===== config.mk =====
export PLATFORM = sky130hd
export DESIGN_NAME = locked_core_query_ctrl_flat
export DESIGN_NICKNAME = d
export VERILOG_FILES = /design/src/rtl/locked_core_query_ctrl_if.sv /design/src/rtl/locked_core_query_ctrl.sv /design/src/flat_wrapper.sv
export SDC_FILE = /design/constraint.sdc
export NUM_CORES = 1
export LEC_CHECK = 0
export ABC_AREA = 1
export CORE_MARGIN = 2
export CORE_UTILIZATION = 35
export CTS_BUF_LIST = sky130_fd_sc_hd__clkbuf_4 sky130_fd_sc_hd__clkbuf_8
export DETAILED_ROUTE_END_ITERATION = 6
export PLACE_DENSITY = 0.68
export SLEW_MARGIN = 10
export SYNTH_ARGS = -nofsm -noshare
export SYNTH_HDL_FRONTEND = slang
export SYNTH_SLANG_ARGS = --single-unit
export TNS_END_PERCENT = 100

===== constraint.sdc =====
create_clock -name clk -period 2.4 [get_ports clk]
set_input_delay 0.48 -clock clk [delete_from_list [all_inputs] [get_ports clk]]
set_output_delay 0.48 -clock clk [all_outputs]
set_load 0.005 [all_outputs]

===== src/rtl/locked_core_query_ctrl_if.sv =====
// locked_core_query_ctrl_if: key-store, query, response and core-side signals of the
// locked-core query controller; slave is the controller, master is its environment.
interface locked_core_query_ctrl_if #(
    parameter int N_IN  = 20,
    parameter int N_OUT = 24,
    parameter int KEY_W = 16
);
    logic             key_load_start;
    logic             key_sin;
    logic             key_sin_valid;
    logic             key_ready;
    logic             q_valid;
    logic             q_ready;
    logic [N_IN-1:0]  q_data;
    logic             r_valid;
    logic             r_ready;
    logic [N_OUT-1:0] r_data;
    logic [N_IN-1:0]  core_in;
    logic [KEY_W-1:0] core_key;
    logic [N_OUT-1:0] core_out;
    logic             busy;

    modport slave (
        input  key_load_start, key_sin, key_sin_valid, q_valid, q_data, r_ready, core_out,
        output key_ready, q_ready, r_valid, r_data, core_in, core_key, busy
    );
    modport master (
        output key_load_start, key_sin, key_sin_valid, q_valid, q_data, r_ready, core_out,
        input  key_ready, q_ready, r_valid, r_data, core_in, core_key, busy
    );
endinterface


===== src/rtl/locked_core_query_ctrl.sv =====
// locked_core_query_ctrl: serially loads and atomically commits the core key, then
// applies one query vector at a time, waits the settle window and returns the capture.
module locked_core_query_ctrl #(
    parameter int N_IN   = 20,
    parameter int N_OUT  = 24,
    parameter int KEY_W  = 16,
    parameter int SETTLE = 2
) (
    input logic                     clk,
    input logic                     rst_n,
    locked_core_query_ctrl_if.slave bus_io
);
    localparam int CW = $clog2(KEY_W + 1);

    typedef enum logic [2:0] {NOKEY, LOAD, READY, APPLY, SETTLE_W, RESP} state_t;

    state_t           state_q, state_d;
    logic [KEY_W-1:0] shadow_q, shadow_d, core_key_q;
    logic [CW-1:0]    cnt_q;
    logic [3:0]       settle_q;
    logic [N_IN-1:0]  core_in_q;
    logic [N_OUT-1:0] r_data_q;
    logic             key_ready_q, q_ready_q, r_valid_q, busy_q;
    logic             start, last_bit;

    assign start    = bus_io.key_load_start;
    // Shadow is cleared at every load start, so OR-ing in the new bit is an insert.
    assign shadow_d = shadow_q | (KEY_W'(bus_io.key_sin) << cnt_q);
    assign last_bit = bus_io.key_sin_valid && cnt_q == CW'(KEY_W - 1);

    always_comb begin
        state_d = state_q;
        case (state_q)
            NOKEY:    state_d = start ? LOAD : NOKEY;
            LOAD:     state_d = (!start && last_bit) ? READY : LOAD;
            READY:    state_d = start ? LOAD : bus_io.q_valid ? APPLY : READY;
            APPLY:    state_d = SETTLE_W;
            SETTLE_W: state_d = (settle_q == 4'd0) ? RESP : SETTLE_W;
            RESP:     state_d = bus_io.r_ready ? READY : RESP;
            default:  state_d = NOKEY;
        endcase
    end

    always_ff @(posedge clk or negedge rst_n) begin
        if (!rst_n) begin
            state_q     <= NOKEY;
            shadow_q    <= '0;
            cnt_q       <= '0;
            core_key_q  <= '0;
            settle_q    <= '0;
            core_in_q   <= '0;
            r_data_q    <= '0;
            key_ready_q <= 1'b0;
            q_ready_q   <= 1'b0;
            r_valid_q   <= 1'b0;
            busy_q      <= 1'b0;
        end else begin
            state_q   <= state_d;
            q_ready_q <= state_d == READY;
            busy_q    <= !(state_d inside {NOKEY, READY});
            if (start && state_q inside {NOKEY, LOAD, READY}) begin
                shadow_q <= '0;
                cnt_q    <= '0;
            end else if (state_q == LOAD && bus_io.key_sin_valid) begin
                shadow_q <= shadow_d;
                cnt_q    <= cnt_q + CW'(1);
            end
            if (state_q == LOAD && state_d == READY) begin
                core_key_q  <= shadow_d;
                key_ready_q <= 1'b1;
            end
            if (state_q == READY && start)
                key_ready_q <= 1'b0;
            if (state_q == READY && state_d == APPLY)
                core_in_q <= bus_io.q_data;
            if (state_q == APPLY)
                settle_q <= 4'(SETTLE - 1);
            if (state_q == SETTLE_W)
                settle_q <= settle_q - 4'd1;
            if (state_q == SETTLE_W && state_d == RESP) begin
                r_data_q  <= bus_io.core_out;
                r_valid_q <= 1'b1;
            end
            if (state_q == RESP && bus_io.r_ready)
                r_valid_q <= 1'b0;
        end
    end

    assign bus_io.key_ready = key_ready_q;
    assign bus_io.q_ready   = q_ready_q;
    assign bus_io.r_valid   = r_valid_q;
    assign bus_io.r_data    = r_data_q;
    assign bus_io.core_in   = core_in_q;
    assign bus_io.core_key  = core_key_q;
    assign bus_io.busy      = busy_q;
endmodule


===== src/flat_wrapper.sv =====
// flat-port wrapper written by rule: the top's interface ports become plain ports
module locked_core_query_ctrl_flat 
#(
    parameter int N_IN   = 20,
    parameter int N_OUT  = 24,
    parameter int KEY_W  = 16,
    parameter int SETTLE = 2
)
  (clk, rst_n, bus_io_key_load_start, bus_io_key_sin, bus_io_key_sin_valid, bus_io_q_valid, bus_io_q_data, bus_io_r_ready, bus_io_core_out, bus_io_key_ready, bus_io_q_ready, bus_io_r_valid, bus_io_r_data, bus_io_core_in, bus_io_core_key, bus_io_busy);
  locked_core_query_ctrl_if #(.N_IN(N_IN), .N_OUT(N_OUT), .KEY_W(KEY_W)) bus_io_i ();
  input logic clk;
  input logic rst_n;
  input wire logic [$bits(bus_io_i.key_load_start)-1:0] bus_io_key_load_start;
  input wire logic [$bits(bus_io_i.key_sin)-1:0] bus_io_key_sin;
  input wire logic [$bits(bus_io_i.key_sin_valid)-1:0] bus_io_key_sin_valid;
  input wire logic [$bits(bus_io_i.q_valid)-1:0] bus_io_q_valid;
  input wire logic [$bits(bus_io_i.q_data)-1:0] bus_io_q_data;
  input wire logic [$bits(bus_io_i.r_ready)-1:0] bus_io_r_ready;
  input wire logic [$bits(bus_io_i.core_out)-1:0] bus_io_core_out;
  output wire logic [$bits(bus_io_i.key_ready)-1:0] bus_io_key_ready;
  output wire logic [$bits(bus_io_i.q_ready)-1:0] bus_io_q_ready;
  output wire logic [$bits(bus_io_i.r_valid)-1:0] bus_io_r_valid;
  output wire logic [$bits(bus_io_i.r_data)-1:0] bus_io_r_data;
  output wire logic [$bits(bus_io_i.core_in)-1:0] bus_io_core_in;
  output wire logic [$bits(bus_io_i.core_key)-1:0] bus_io_core_key;
  output wire logic [$bits(bus_io_i.busy)-1:0] bus_io_busy;
  assign bus_io_i.key_load_start = bus_io_key_load_start;
  assign bus_io_i.key_sin = bus_io_key_sin;
  assign bus_io_i.key_sin_valid = bus_io_key_sin_valid;
  assign bus_io_i.q_valid = bus_io_q_valid;
  assign bus_io_i.q_data = bus_io_q_data;
  assign bus_io_i.r_ready = bus_io_r_ready;
  assign bus_io_i.core_out = bus_io_core_out;
  assign bus_io_key_ready = bus_io_i.key_ready;
  assign bus_io_q_ready = bus_io_i.q_ready;
  assign bus_io_r_valid = bus_io_i.r_valid;
  assign bus_io_r_data = bus_io_i.r_data;
  assign bus_io_core_in = bus_io_i.core_in;
  assign bus_io_core_key = bus_io_i.core_key;
  assign bus_io_busy = bus_io_i.busy;
  locked_core_query_ctrl #(.N_IN(N_IN), .N_OUT(N_OUT), .KEY_W(KEY_W), .SETTLE(SETTLE)) u_core (.clk(clk), .rst_n(rst_n), .bus_io(bus_io_i));
endmodule

==> flow_metrics.env <==
# flow metrics
export IMPL_status="finished, final reports clean"
export IMPL_p_clk_share_pct=22.0
export IMPL_layout_nets=593
export IMPL_antenna_left=0
export IMPL_setup_viol=0
export IMPL_intPower_mw=3.60
export IMPL_synth_area_um2=3810
export IMPL_fin_util_pct=49.6
export IMPL_holdCritPathClass="input pin to asynchronous set/reset pin"
export IMPL_cts_root_buf="clkbuf_8"
export IMPL_synth_top_cell_area_share_pct=60.5
export IMPL_pin_count=115
export IMPL_yosys_warnings=0
export IMPL_cp_num_buf_inv=2
export IMPL_synth_seq_share_pct=60.5
export IMPL_fp_nets=475
export IMPL_critPathKind="register to register"
export IMPL_syn_to_final_growth_pct=40.0
export IMPL_fill_cells=1044
export IMPL_fin_ws_ns=0.252
export IMPL_clock_sinks=92
export IMPL_mostFrequentLayoutCell="nand2_1"
export IMPL_tightest_slew_ns=0.690
export IMPL_yosys_stat_cells=421
export IMPL_fmax_ghz=0.466
export IMPL_grt_pass1_vias=3085
export IMPL_drtIter0Drc=139
export IMPL_slew_violations=0
export IMPL_cts_setup_buffers=0
export IMPL_worstSetupEndpointType="register"
export IMPL_path_max_fanout=12
export IMPL_row_count=38
export IMPL_numPortBuffers=114
export IMPL_synth_cell_type_count=25
export IMPL_grt_max_degree=53
export IMPL_grtUsageTotal_pct=15.6
export IMPL_crit_path_top_delay_cell="dfrtp_1"
export IMPL_area_leaders="dfrtp_1 60%, nand2_1 14%, nand3_1 3.9%"
export IMPL_gp_congestion=0.825
export IMPL_die_area_um2=11700
export IMPL_ys_ff=92
export IMPL_crit_chain="ha_1 -> inv_1 -> nor3_1 -> ha_1 -> nand2_1 -> nor2_1 -> nor2_1 -> nor2_1 -> nand2_2 -> buf_4 -> nand3_1 -> nand2_1"
export IMPL_power_leader="sequential cells"
export IMPL_clk_power_mw=1.15
export IMPL_avgSynthCellArea_um2=9.04
export IMPL_pwr_share_seq_pct=43.6
export IMPL_wl_per_cell_um=12.9
export IMPL_dr_pass1_iters=6
export IMPL_ys_chip_area_um2=3810
export IMPL_cts_hold_buf=0
export IMPL_fin_crit_ns=2.15
export IMPL_drv_cap=0
export IMPL_initCoreUtil_pct=35.4
export IMPL_rsz0062_at_grt="false"
export IMPL_yosysTopAreaCell="dfrtp_1"
export IMPL_powerDensity_nw_per_um2=983
export IMPL_die_w_um=108
export IMPL_synth_cells=421
export IMPL_grt_first_pass_wirelength_um=14400
export IMPL_overflow=0
export IMPL_cts_tree="done"
export IMPL_cp_common_cell="nor2_1"
export IMPL_warnings=26
export IMPL_dp_slack_ns=0.0248
export IMPL_antenna_found_initial=0
export IMPL_crit_required_ns=2.64
export IMPL_pg_seq_mw=2.29
export IMPL_critPathTopFamily="simple AND/OR/NAND/NOR gates"
export IMPL_powerComb_mw=1.80
export IMPL_clk_latency_ns=0.35
export IMPL_diodes=0
export IMPL_critPathArrivalTime_ns=2.39
export IMPL_start_kind="register"
export IMPL_drc=0
export IMPL_clock_path_buffers=2
export IMPL_cpPeakStageDelay_ns=0.44
export IMPL_p_switching_mw=1.64
export IMPL_hpwl_um=6530
export IMPL_p_leak_nw=2.46
export IMPL_htree_levels=3
export IMPL_tns_ns=0
export IMPL_period_used_pct=89.5
export IMPL_hold_viol=0
export IMPL_power_share_switching_pct=31.3
export IMPL_slew_headroom_pct=53.9
export IMPL_p_comb_share_pct=34.3
export IMPL_clkSlewWorstSetupHoldPaths_ns=0.09
export IMPL_lay_top_cells="145 x nand2_1, 113 x clkdlybuf4s50_1, 92 x dfrtp_1"
export IMPL_drive_above_1_share_pct=6.81
export IMPL_vias_per_cell=4.68
==> layout make-up <==
cell class / instances / area [um2] / share of cell area (%)
flip-flops and latches: 92 / 2300 / 43.2
multi-input cells: 279 / 1280 / 24.1
repair buffers: 123 / 1220 / 22.9
well taps: 140 / 175 / 3.29
clock buffers: 10 / 138 / 2.58
inverters: 34 / 128 / 2.39
clock inverters: 5 / 85.1 / 1.60
==> sequential cells by signal, summed over array words and instances, names as in the netlist <==
signal                   count
u_core.bus_io.busy           1
u_core.bus_io.core_in       20
u_core.bus_io.core_key      16
u_core.bus_io.key_ready      1
u_core.bus_io.q_ready        1
u_core.bus_io.r_data        24
u_core.bus_io.r_valid        1
u_core.cnt_q                 5
u_core.settle_q              4
u_core.shadow_q             16
u_core.state_q               3
==> path summary, 6_finish.rpt <==
| path | cells past startpoint | slack [ns] | endpoint | start |
|---|---|---|---|---|
| worst max-delay path | 12 | 0.25 | u_core.bus_io.core_in[10]$_DFFE_PN0P_ | u_core.cnt_q[0]$_DFFE_PN0P_ |
| worst min-delay path | 1 | 0.15 | u_core.bus_io.core_key[7]$_DFFE_PN0P_ | rst_n |
| worst max register to register | 12 | 0.25 | u_core.bus_io.core_in[10]$_DFFE_PN0P_ | u_core.cnt_q[0]$_DFFE_PN0P_ |
| worst min register to register | 2 | 0.47 | u_core.bus_io.r_data[6]$_DFFE_PN0P_ | u_core.bus_io.r_data[6]$_DFFE_PN0P_ |
| max in group asynchronous | 2 | 1.57 | u_core.state_q[2]$_DFF_PN0_ | rst_n |
| min in group clk | 2 | 0.47 | u_core.bus_io.r_data[6]$_DFFE_PN0P_ | u_core.bus_io.r_data[6]$_DFFE_PN0P_ |
==> layer usage <==
layer	wire length, um	track usage, %	share of wire [%]	vias to the layer above
li1	-	-	-	1590
met1	4090	20.7	46	1494
met2	4020	24.4	46	100
met3	610	4.28	6.9	10
met4	112	5.49	1.3	0
met5	0	0	0	-
==> metrics by stage <==
step / instance area (um2) / hold slack [ns] / power, mW / cells
after floorplan: 3810 / 0.184 / 3.05 / 421
after global placement: 5100 / 0.457 / 4.06 / 668
after detailed placement: 5100 / 0.458 / 4.13 / 668
after CTS: 5330 / 0.168 / 5.30 / 683
after global routing: 5330 / 0.199 / 5.62 / 683
final: 5330 / 0.153 / 5.24 / 683
==> Yosys cell counts <==
library cell and n:
nor2_2 2, o21ai_0 10, nor2_1 38, o21ai_2 1, nand4_1 3, nor2_4 1, nand3_1 30, nor3_1 2
inv_2 1, nor4_4 1, clkbuf_1 4, buf_6 2, a31oi_1 15, buf_2 6, xnor2_1 1, inv_1 33
o21a_1 1, o22ai_1 16, dfrtp_1 92, ha_1 3, nand2_1 145, buf_4 4, nor3_2 1, a21oi_1 4
nand2_2 5
==> cell families (layout without fill, tap and decap cells) <==
logic type	Yosys count	count (layout)	share of synthesized area, %
AOI/OAI and AO/OA	47	47	7.36
xor gates and xnor gates	1	1	0.230
adders and majority gates	3	3	0.986
buffers and inverters	50	172	5.92
DFF	92	92	60.5
and+or+nand+nor	228	228	25.0
==> repair_timing <==
| action | in CTS | in global routing |
|---|---|---|
| endpoints found under the setup margin | 0 | 20 |
| endpoints found under the hold margin | 0 | 0 |
| resized | 0 | 1 |
**PDN straps and rails**

(3 px per um) Pins as bars on the die edge. Tap cells in gray.
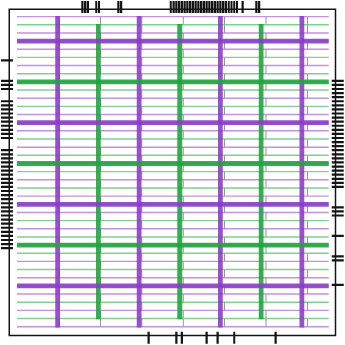
- VSS: purple
- VDD: green
- signal pins: 115
- met5 straps: 7
- tap cells: 140
- met4 straps: 7
- met1 rails: 39
core area: 10700 um2
Max IR drop VDD: 0.000460 V
Die H: 108 um

**Met2 routing**

(2 px per um)
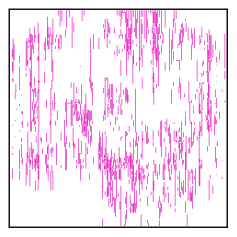
- wire length on this layer: 4020 um
- longest straight run: 49.0 um
met2 global-route usage: 24.4%
Routed WL: 8840 um
Vias: 3194

**Clock nets**

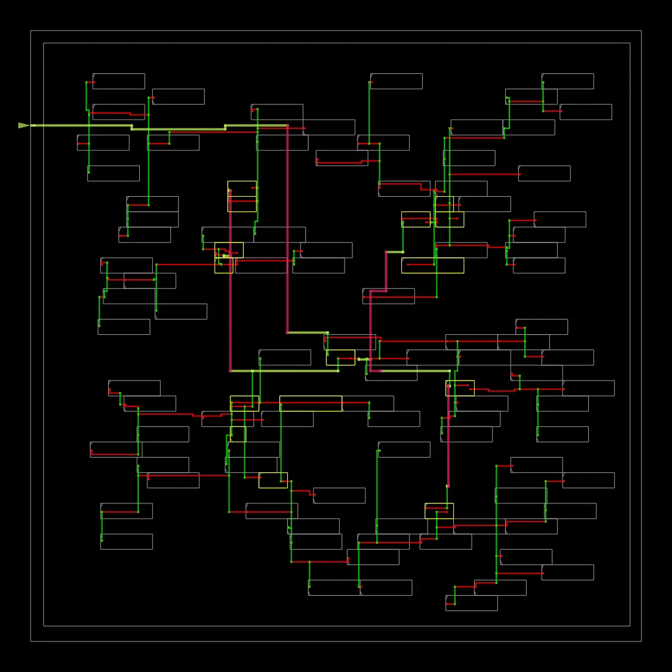
CLK BUF: 10
Clock Skews: 0.0113 ns
Flops: 92
Num CTS Buffers: 9

**The metal 3 layer**

(2 px per um)
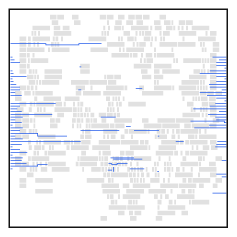
- share of all routed wire: 6.9%
- wire length on this layer: 611 um

Power figures rest on the tool's default switching activity, not on a simulated workload.
